<file path="src/rtl/pipe_skid_reg.sv">
// pipe_skid_reg: elastic pipeline-stage register with a one-entry skid buffer.
// Carries a control bundle and a data bundle between pipeline stages using a
// valid/ready handshake. Every output, including in_ready_o, comes straight
// from a flop, so back-pressure never forms a combinational path from
// out_ready_i to in_ready_o.
//
// The main register always drives the outputs. The skid register catches the
// one beat that upstream may push in during the cycle when the downstream
// stalls. That beat is accepted because in_ready_o was still high from the
// previous cycle.
//
// A synchronous flush drops every held beat and returns the stage to empty.
// While the stage is empty, out_ctrl_o shows the bubble encoding CTRL_RST, so
// later stages see a harmless control word.

module pipe_skid_reg #(
   parameter int unsigned       CTRL_W   = 8,
   parameter int unsigned       DATA_W   = 128,
   parameter logic [CTRL_W-1:0] CTRL_RST = {CTRL_W{1'b0}}
) (
   input  logic              clk_i,
   input  logic              rst_i,
   input  logic              flush_i,
   input  logic              in_valid_i,
   output logic              in_ready_o,
   input  logic [CTRL_W-1:0] in_ctrl_i,
   input  logic [DATA_W-1:0] in_data_i,
   output logic              out_valid_o,
   input  logic              out_ready_i,
   output logic [CTRL_W-1:0] out_ctrl_o,
   output logic [DATA_W-1:0] out_data_o,
   output logic [1:0]        occupancy_o
);

   // EMPTY holds nothing, FULL holds one beat in the main register, and SKID
   // holds a second beat parked in the skid register behind the main one.
   typedef enum logic [1:0] {
      EMPTY = 2'd0,
      FULL  = 2'd1,
      SKID  = 2'd2
   } stageState_e;

   stageState_e       state_q;
   logic              inReady_q;
   logic              outValid_q;
   logic [CTRL_W-1:0] mainCtrl_q;
   logic [DATA_W-1:0] mainData_q;
   logic [CTRL_W-1:0] skidCtrl_q;
   logic [DATA_W-1:0] skidData_q;
   logic [1:0]        occupancy_q;

   logic              accept;
   logic              fire;

   // Handshake events seen at the coming edge. Both use only registered
   // readiness and validity, so no input ever reaches an output without a flop.
   always_comb begin
      accept = in_valid_i & inReady_q;
      fire   = outValid_q & out_ready_i;
   end

   // Stage controller. The state, the handshake flags, the occupancy count and
   // both payload registers all update here, so every output is registered.
   // Flush has priority over any handshake in the same cycle. A beat accepted
   // in that cycle is dropped, and a beat fired in that cycle counts as
   // consumed.
   always_ff @(posedge clk_i or negedge rst_i) begin
      if (!rst_i) begin
         state_q     <= EMPTY;
         inReady_q   <= 1'b1;
         outValid_q  <= 1'b0;
         mainCtrl_q  <= CTRL_RST;
         mainData_q  <= '0;
         skidCtrl_q  <= '0;
         skidData_q  <= '0;
         occupancy_q <= 2'd0;
      end else if (flush_i) begin
         state_q     <= EMPTY;
         inReady_q   <= 1'b1;
         outValid_q  <= 1'b0;
         mainCtrl_q  <= CTRL_RST;
         occupancy_q <= 2'd0;
      end else begin
         case (state_q)
            EMPTY: begin
               if (accept) begin
                  state_q     <= FULL;
                  outValid_q  <= 1'b1;
                  mainCtrl_q  <= in_ctrl_i;
                  mainData_q  <= in_data_i;
                  occupancy_q <= 2'd1;
               end
            end

            FULL: begin
               if (fire && accept) begin
                  mainCtrl_q <= in_ctrl_i;
                  mainData_q <= in_data_i;
               end else if (fire) begin
                  state_q     <= EMPTY;
                  outValid_q  <= 1'b0;
                  mainCtrl_q  <= CTRL_RST;
                  occupancy_q <= 2'd0;
               end else if (accept) begin
                  state_q     <= SKID;
                  inReady_q   <= 1'b0;
                  skidCtrl_q  <= in_ctrl_i;
                  skidData_q  <= in_data_i;
                  occupancy_q <= 2'd2;
               end
            end

            SKID: begin
               if (fire) begin
                  state_q     <= FULL;
                  inReady_q   <= 1'b1;
                  mainCtrl_q  <= skidCtrl_q;
                  mainData_q  <= skidData_q;
                  occupancy_q <= 2'd1;
               end
            end

            default: begin
               state_q     <= EMPTY;
               inReady_q   <= 1'b1;
               outValid_q  <= 1'b0;
               mainCtrl_q  <= CTRL_RST;
               occupancy_q <= 2'd0;
            end
         endcase
      end
   end

   // Outputs come straight from the registers above.
   always_comb begin
      in_ready_o  = inReady_q;
      out_valid_o = outValid_q;
      out_ctrl_o  = mainCtrl_q;
      out_data_o  = mainData_q;
      occupancy_o = occupancy_q;
   end

endmodule
</file>
<file path="config.mk">
export PLATFORM = sky130hd
export DESIGN_NAME = pipe_skid_reg
export DESIGN_NICKNAME = d
export VERILOG_FILES = /design/src/rtl/pipe_skid_reg.sv
export SDC_FILE = /design/constraint.sdc
export NUM_CORES = 1
export LEC_CHECK = 0
export CAP_MARGIN = 40
export CORE_MARGIN = 2
export CORE_UTILIZATION = 25
export DETAILED_ROUTE_END_ITERATION = 16
export DONT_BUFFER_PORTS = 1
export GPL_TIMING_DRIVEN = 0
export PLACE_DENSITY = 0.47
export REMOVE_ABC_BUFFERS = 1
export SLEW_MARGIN = 20
export SYNTH_ARGS = -nofsm -noshare
export SYNTH_HDL_FRONTEND = slang
export SYNTH_SLANG_ARGS = --single-unit
</file>
<file path="constraint.sdc">
create_clock -name clk_i -period 1.8 [get_ports clk_i]
set_clock_uncertainty 0.1 [all_clocks]
set_input_delay 0.18 -clock clk_i [delete_from_list [all_inputs] [get_ports clk_i]]
set_output_delay 0.18 -clock clk_i [all_outputs]
set_load 0.02 [all_outputs]
</file>
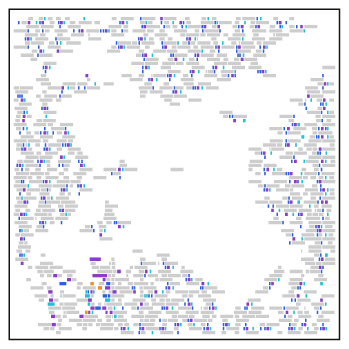
Run 1: gate-type map
(1.5 px per um)
legend:
  and/or cells:
    colour: orange
    cells: 3
  nand cells:
    colour: blue
    cells: 262
    most_used: nand2_1
    where: widely spread
  aoi and oai cells:
    colour: purple
    cells: 148
    most_used: a31oi_1
    where: widely spread
  nor cells:
    colour: cyan
    cells: 137
    most_used: nor2_1
    where: widely spread
most numerous logic cell after layout: dfrtp_1
Final Non-Filler Cells: 1900
logic share of the area: 26.5%

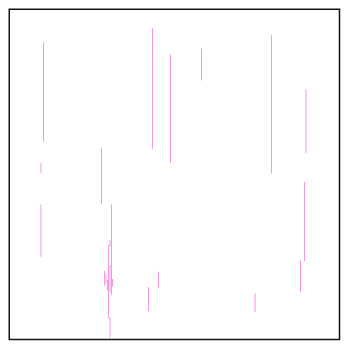
Run 1: met4 routing
(1.5 px per um)
wire length on this layer: 734 um
main direction: vertical
nets with wire on the layer: 10
share of all routed wire: 2.2%

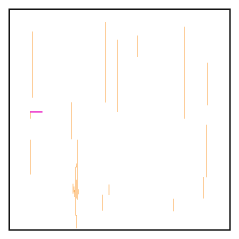
Run 1: routed metal, one colour a layer
(1 px per um) Only two layers are drawn.
legend:
  metal 5:
    colour: magenta
    wire_length: 11.0 um
  metal 4:
    colour: orange
    wire_length: 734 um

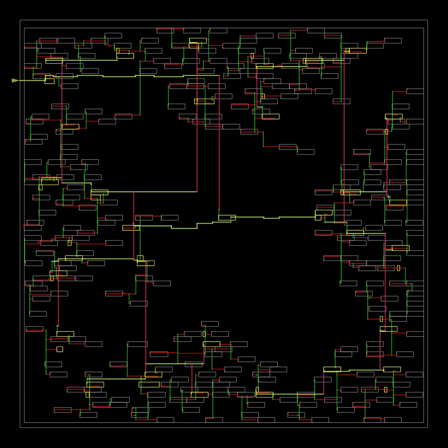
Run 1: the clock network
clk sinks: 276
Clock group: 6.03 mW
Seq cells: 276
clock buffers: 47
Late-Pin Clk Latency: 590 ps

==> reports/results.ini, run 1 <==
[detailed_routing]
drc = 0
via_per_inst = 4.63
routed-wl-met3_um = 2540
highest-signal-layer = met5

[floorplan]
die_w_um = 219
coreArea_um2 = 45600

[sta]
rsz0062_at_grt = true
final-setup-viol-count = 266
setup_slack_ps = -489
slew_violations = 0
finalHoldViolCount = 276
timing.hold.ws_ps = -789
fmax_mhz = 437
maxSlewHeadroom_pct = 68.3
worstMarginPinSlew_ps = 474

[run_status]
status = finished, violations left
violations = negative hold slack, negative setup slack

[cts]
h-tree-depth = 1
clock_path_buffers = 3

[power]
swShare_pct = 35.2
seq_power_mw = 13.0
maxPowerGroup = registers
p_total_mw = 24.5

[yosys]
ys_cells = 1058
synth.cellmix.adderShare_pct = 0
ys_sh_aoi_pct = 9.09
synth_xor_xnor_area_share_pct = 0.0756
netlist_area_um2 = 11600
mux_area_share_pct = 13.8

[layout]
fill_cells = 4468
final-nonclk-buf-share_pct = 20.3

[global_routing]
first_global_vias = 8864
grtUsageTotal_pct = 13.2
grt_use_met2_pct = 22.4
use_met3_pct = 3.99
grt_overflow = 0

[setup_path]
reg2regPathDepth = 10
crit_path_end = skidData_q[47]
critPathLaunch = in_ready_o

[run]
warnings = 31

[placed_design]
post-place-ws_ps = -1280

## run 1: worst register-to-register path: stages (launching register included)
cell	delay [ps]
dfstp_2	640
nand2_4	90
nor2_4	90
nand4b_1	150
buf_4	190
buf_6	120
buf_12	120
buf_12	120
buf_12	130
buf_12	130
mux2_4	290
## run 1: cell usage after synthesis (all sizes together)
cell type	number
mux2	136
a31oi	128
a21boi	1
nand2b	1
nand4b	2
a211oi	1
nor2b	3
o2bb2ai	8
xor2	1
nor2	133
a2bb2oi	1
o21ai	2
mux2i	7
a32o	1
inv	2
o22ai	2
dfrtp	275
or4	1
clkbuf	27
buf	50
o31ai	1
a21oi	3
dfstp	1
o32ai	1
a22o	8
nor3	1
nand2	259
or2	2
--- run 2 (diff from run 1) ---
- GPL_ROUTABILITY_DRIVEN: default -> 1
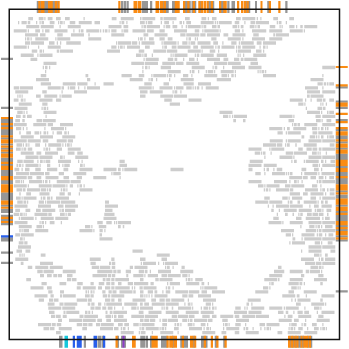
Run 2: pin map
(1.5 px per um) Pins as bars across the die edge, other pins in grey.
legend:
  out_ready_i:
    colour: purple
    pins: 1
    direction: input
    edge: bottom
  out_data_o:
    colour: orange
    pins: 128
    direction: output
    edge: 39 top, 36 right, 29 bottom, 24 left
  out_ctrl_o:
    colour: blue
    pins: 8
    direction: output
    edge: 7 bottom, 1 left
  occupancy_o:
    colour: cyan
    pins: 2
    direction: output
    edge: bottom
all pins by edge: 79 top, 76 bottom, 67 right, 59 left

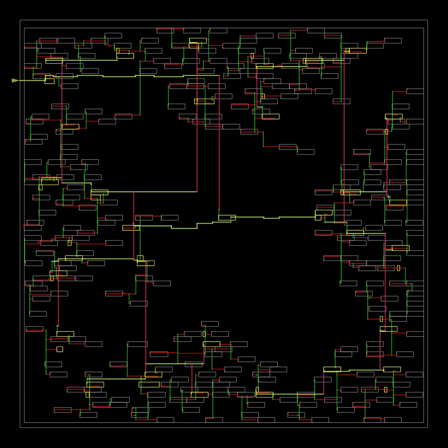
Run 2: the clock network
CTS buffer count: 31

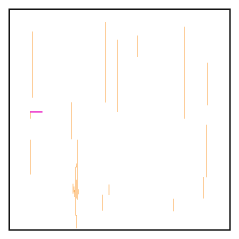
Run 2: routed metal, one colour a layer
(1 px per um) Only two layers are drawn.
legend:
  metal 5:
    colour: magenta
    wire_length: 11.0 um
  metal 4:
    colour: orange
    wire_length: 734 um
drt wl/cell: 17.5 um
vias: 8789
GRT Util Overall: 13.2%

==> reports/results.ini, run 2 <==
[sta]
timing.hold.ws_ps = -789  ; unchanged
finalHoldViolCount = 276  ; unchanged
maxSlewHeadroom_pct = 68.3  ; unchanged
rsz0062_at_grt = true  ; unchanged
slew_violations = 0  ; unchanged
setup_slack_ps = -489  ; unchanged
final-setup-viol-count = 266  ; unchanged
worstMarginPinSlew_ps = 474  ; unchanged
fmax_mhz = 437  ; unchanged

[cts]
h-tree-depth = 1  ; unchanged
cts_sinks = 276  ; unchanged
clock_path_buffers = 3  ; unchanged
clock_latency_ps = 590  ; about the same

[global_routing]
grt_use_met2_pct = 22.4  ; unchanged
first_global_vias = 8864  ; unchanged
grt_overflow = 0  ; unchanged
use_met3_pct = 3.99  ; unchanged

[layout]
layout.cells.non_filler = 1900  ; unchanged
stdcell_area_um2 = 16200  ; unchanged
largest_class = registers  ; unchanged
sh_comb_area_pct = 26.5  ; unchanged
final-nonclk-buf-share_pct = 20.3  ; unchanged
fill_cells = 4468  ; unchanged
flops = 276  ; unchanged
lay_top_count = dfrtp_1  ; unchanged
clockBufferCount = 47  ; unchanged
buffers_excl_clock = 263  ; unchanged

[detailed_routing]
routed-wl-met3_um = 2540  ; unchanged
via_per_inst = 4.63  ; unchanged
drc = 0  ; unchanged
highest-signal-layer = met5  ; unchanged

[yosys]
async_flop_share_pct = 100  ; unchanged
flop_cell = dfrtp_1  ; unchanged
ys_cells = 1058  ; unchanged
edf_count = 0  ; unchanged
netlist_area_um2 = 11600  ; unchanged
synth.most_common_cell = dfrtp_1  ; unchanged
common_cells = dfrtp_1 (275), nand2_1 (258), mux2_2 (136), nor2_1 (133), a31oi_1 (128)  ; unchanged
ys_seq_share_pct = 59.7  ; unchanged

[power]
clock_net_power_mw = 6.03  ; about the same
seq_power_mw = 13.0  ; about the same
swShare_pct = 35.2  ; unchanged
maxPowerGroup = registers  ; unchanged

[floorplan]
die_w_um = 219  ; unchanged
coreArea_um2 = 45600  ; unchanged

[setup_path]
critPathLaunch = in_ready_o  ; unchanged
reg2regPathDepth = 10  ; unchanged
r2r-end = skidData_q[47]  ; unchanged
crit_fanout = 6  ; unchanged
crit_path_end = skidData_q[47]  ; unchanged

[placed_design]
post-place-ws_ps = -1280  ; unchanged
post-dp-hpwl_um = 19700  ; unchanged
portBuffers = 0  ; unchanged

[run_status]
status = finished, violations left  ; unchanged
violations = negative hold slack, negative setup slack  ; unchanged

[run]
warnings = 31  ; unchanged

==> run 2: critical path, cell delays in order (launching register included) <==
cell	delay, ps
dfstp_2	640
nand2_4	90
nor2_4	90
nand4b_1	150
buf_4	190
buf_6	120
buf_12	120
buf_12	120
buf_12	130
buf_12	130
mux2_4	290
==> run 2: cells by family (layout without fill, tap and decap cells) <==
| group | after synthesis | in the layout | share of synthesized area (%) |
|---|---|---|---|
| muxes | 143 | 143 | 13.8 |
| other | 0 | 1 | 0 |
| DFF | 276 | 276 | 59.7 |
| and+or+nand+nor | 402 | 402 | 13.3 |
| AOI/OAI and AO/OA | 157 | 157 | 9.09 |
| buffers and inverters | 79 | 320 | 4.03 |
| xor gates and xnor gates | 1 | 1 | 0.0757 |
--- run 3 (diff from run 2) ---
- CTS_CLUSTER_DIAMETER: default -> 80
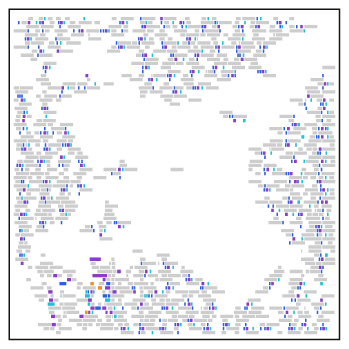
Run 3: gate-type map
(1.5 px per um)
legend:
  and/or cells:
    colour: orange
    cells: 3
  nand cells:
    colour: blue
    cells: 262
    most_used: nand2_1
    where: widely spread
  aoi and oai cells:
    colour: purple
    cells: 148
    most_used: a31oi_1
    where: widely spread
  nor cells:
    colour: cyan
    cells: 137
    most_used: nor2_1
    where: widely spread

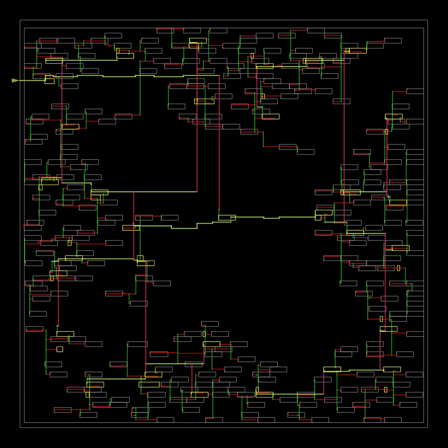
Run 3: the clock network

==> reports/results.ini, run 3 <==
[yosys]
async_flop_share_pct = 100  ; unchanged
synth.cellmix.adderShare_pct = 0  ; unchanged
synth.most_common_cell = dfrtp_1  ; unchanged
mux_area_share_pct = 13.8  ; unchanged
flop_cell = dfrtp_1  ; unchanged
ys_cells = 1058  ; unchanged
topCellsByArea = dfrtp_1 (59%), mux2_2 (13%), nand2_1 (8.4%)  ; unchanged
edf_count = 0  ; unchanged
logic_family = multiplexers  ; unchanged

[sta]
slew_violations = 0  ; unchanged
setup_slack_ps = -489  ; unchanged
timing.hold.ws_ps = -789  ; unchanged
fmax_mhz = 437  ; unchanged
finalHoldViolCount = 276  ; unchanged
maxSlewHeadroom_pct = 68.3  ; unchanged
final-setup-viol-count = 266  ; unchanged

[setup_path]
crit_fanout = 6  ; unchanged
cp_slowest_cell = dfstp_2  ; unchanged
crit_top_cell = buf_12  ; unchanged
crit_buf_inv = 6  ; unchanged
crit_chain = nand2_4 -> nor2_4 -> nand4b_1 -> buf_4 -> buf_6 -> buf_12 -> buf_12 -> buf_12 -> buf_12 -> mux2_4  ; unchanged
crit_family = buffers and inverters  ; unchanged

[run]
warnings = 31  ; unchanged

[layout]
buffers_excl_clock = 263  ; unchanged
largest_class = registers  ; unchanged
final-nonclk-buf-share_pct = 20.3  ; unchanged
sh_comb_area_pct = 26.5  ; unchanged
stdcell_area_um2 = 16200  ; unchanged
clockBufferCount = 47  ; unchanged
lay_top_count = dfrtp_1  ; unchanged
fill_cells = 4468  ; unchanged

[run_status]
violations = negative hold slack, negative setup slack  ; unchanged
status = finished, violations left  ; unchanged

[placed_design]
post-place-ws_ps = -1280  ; unchanged
post-dp-hpwl_um = 19700  ; unchanged

[cts]
h-tree-depth = 1  ; unchanged
clock_path_buffers = 3  ; unchanged
clock_latency_ps = 590  ; about the same
cts_sinks = 276  ; unchanged
numCtsBuffers = 31  ; unchanged

[global_routing]
grtUsageTotal_pct = 13.2  ; unchanged
first_global_vias = 8864  ; unchanged

[power]
swShare_pct = 35.2  ; unchanged
p_total_mw = 24.5  ; unchanged
maxPowerGroup = registers  ; unchanged
seq_power_mw = 13.0  ; about the same

[detailed_routing]
via_per_inst = 4.63  ; unchanged
vias = 8789  ; unchanged
drc = 0  ; unchanged
wire_per_inst_um = 17.5  ; unchanged

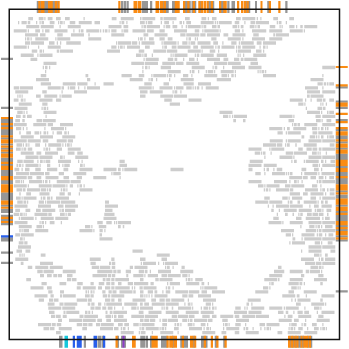
Run 3: pin map
(1.5 px per um) Pins as bars across the die edge, other pins in grey.
legend:
  out_data_o:
    colour: orange
    pins: 128
    direction: output
    edge: 39 top, 36 right, 29 bottom, 24 left
  out_ready_i:
    colour: purple
    pins: 1
    direction: input
    edge: bottom
  occupancy_o:
    colour: cyan
    pins: 2
    direction: output
    edge: bottom
  out_ctrl_o:
    colour: blue
    pins: 8
    direction: output
    edge: 7 bottom, 1 left
all pins by edge: 79 top, 76 bottom, 67 right, 59 left
Die Ht: 219 um
IO Port Bufs: 0

[run 3: cell counts in the layout (fill, tap and decap cells not counted)]
No cell type changed its count.
[run 3: path summary, 6_finish.rpt]
kind                             endpoint  slack, ps  cells past startpoint            from
min in group clk_i          out_ctrl_o[6]         80                      4         flush_i
max reg2reg                skidData_q[47]       -490                     10      in_ready_o
min reg2reg                skidData_q[93]        400                      1  skidData_q[93]
max in group asynchronous  skidData_q[64]       2050                      0           rst_i
min                         out_data_o[0]       -790                      0           rst_i
max                        skidData_q[47]       -490                     10      in_ready_o
[run 3: layer usage]
metal	wire [um]	global-route usage, %	vias to the layer above
li1	-	-	4075
met4	734	3.00	2
met5	11	0	-
met3	2540	3.99	51
met1	13800	16.4	4430
met2	16100	22.4	231
No activity file was given, so power comes from the tool's default toggle rates.
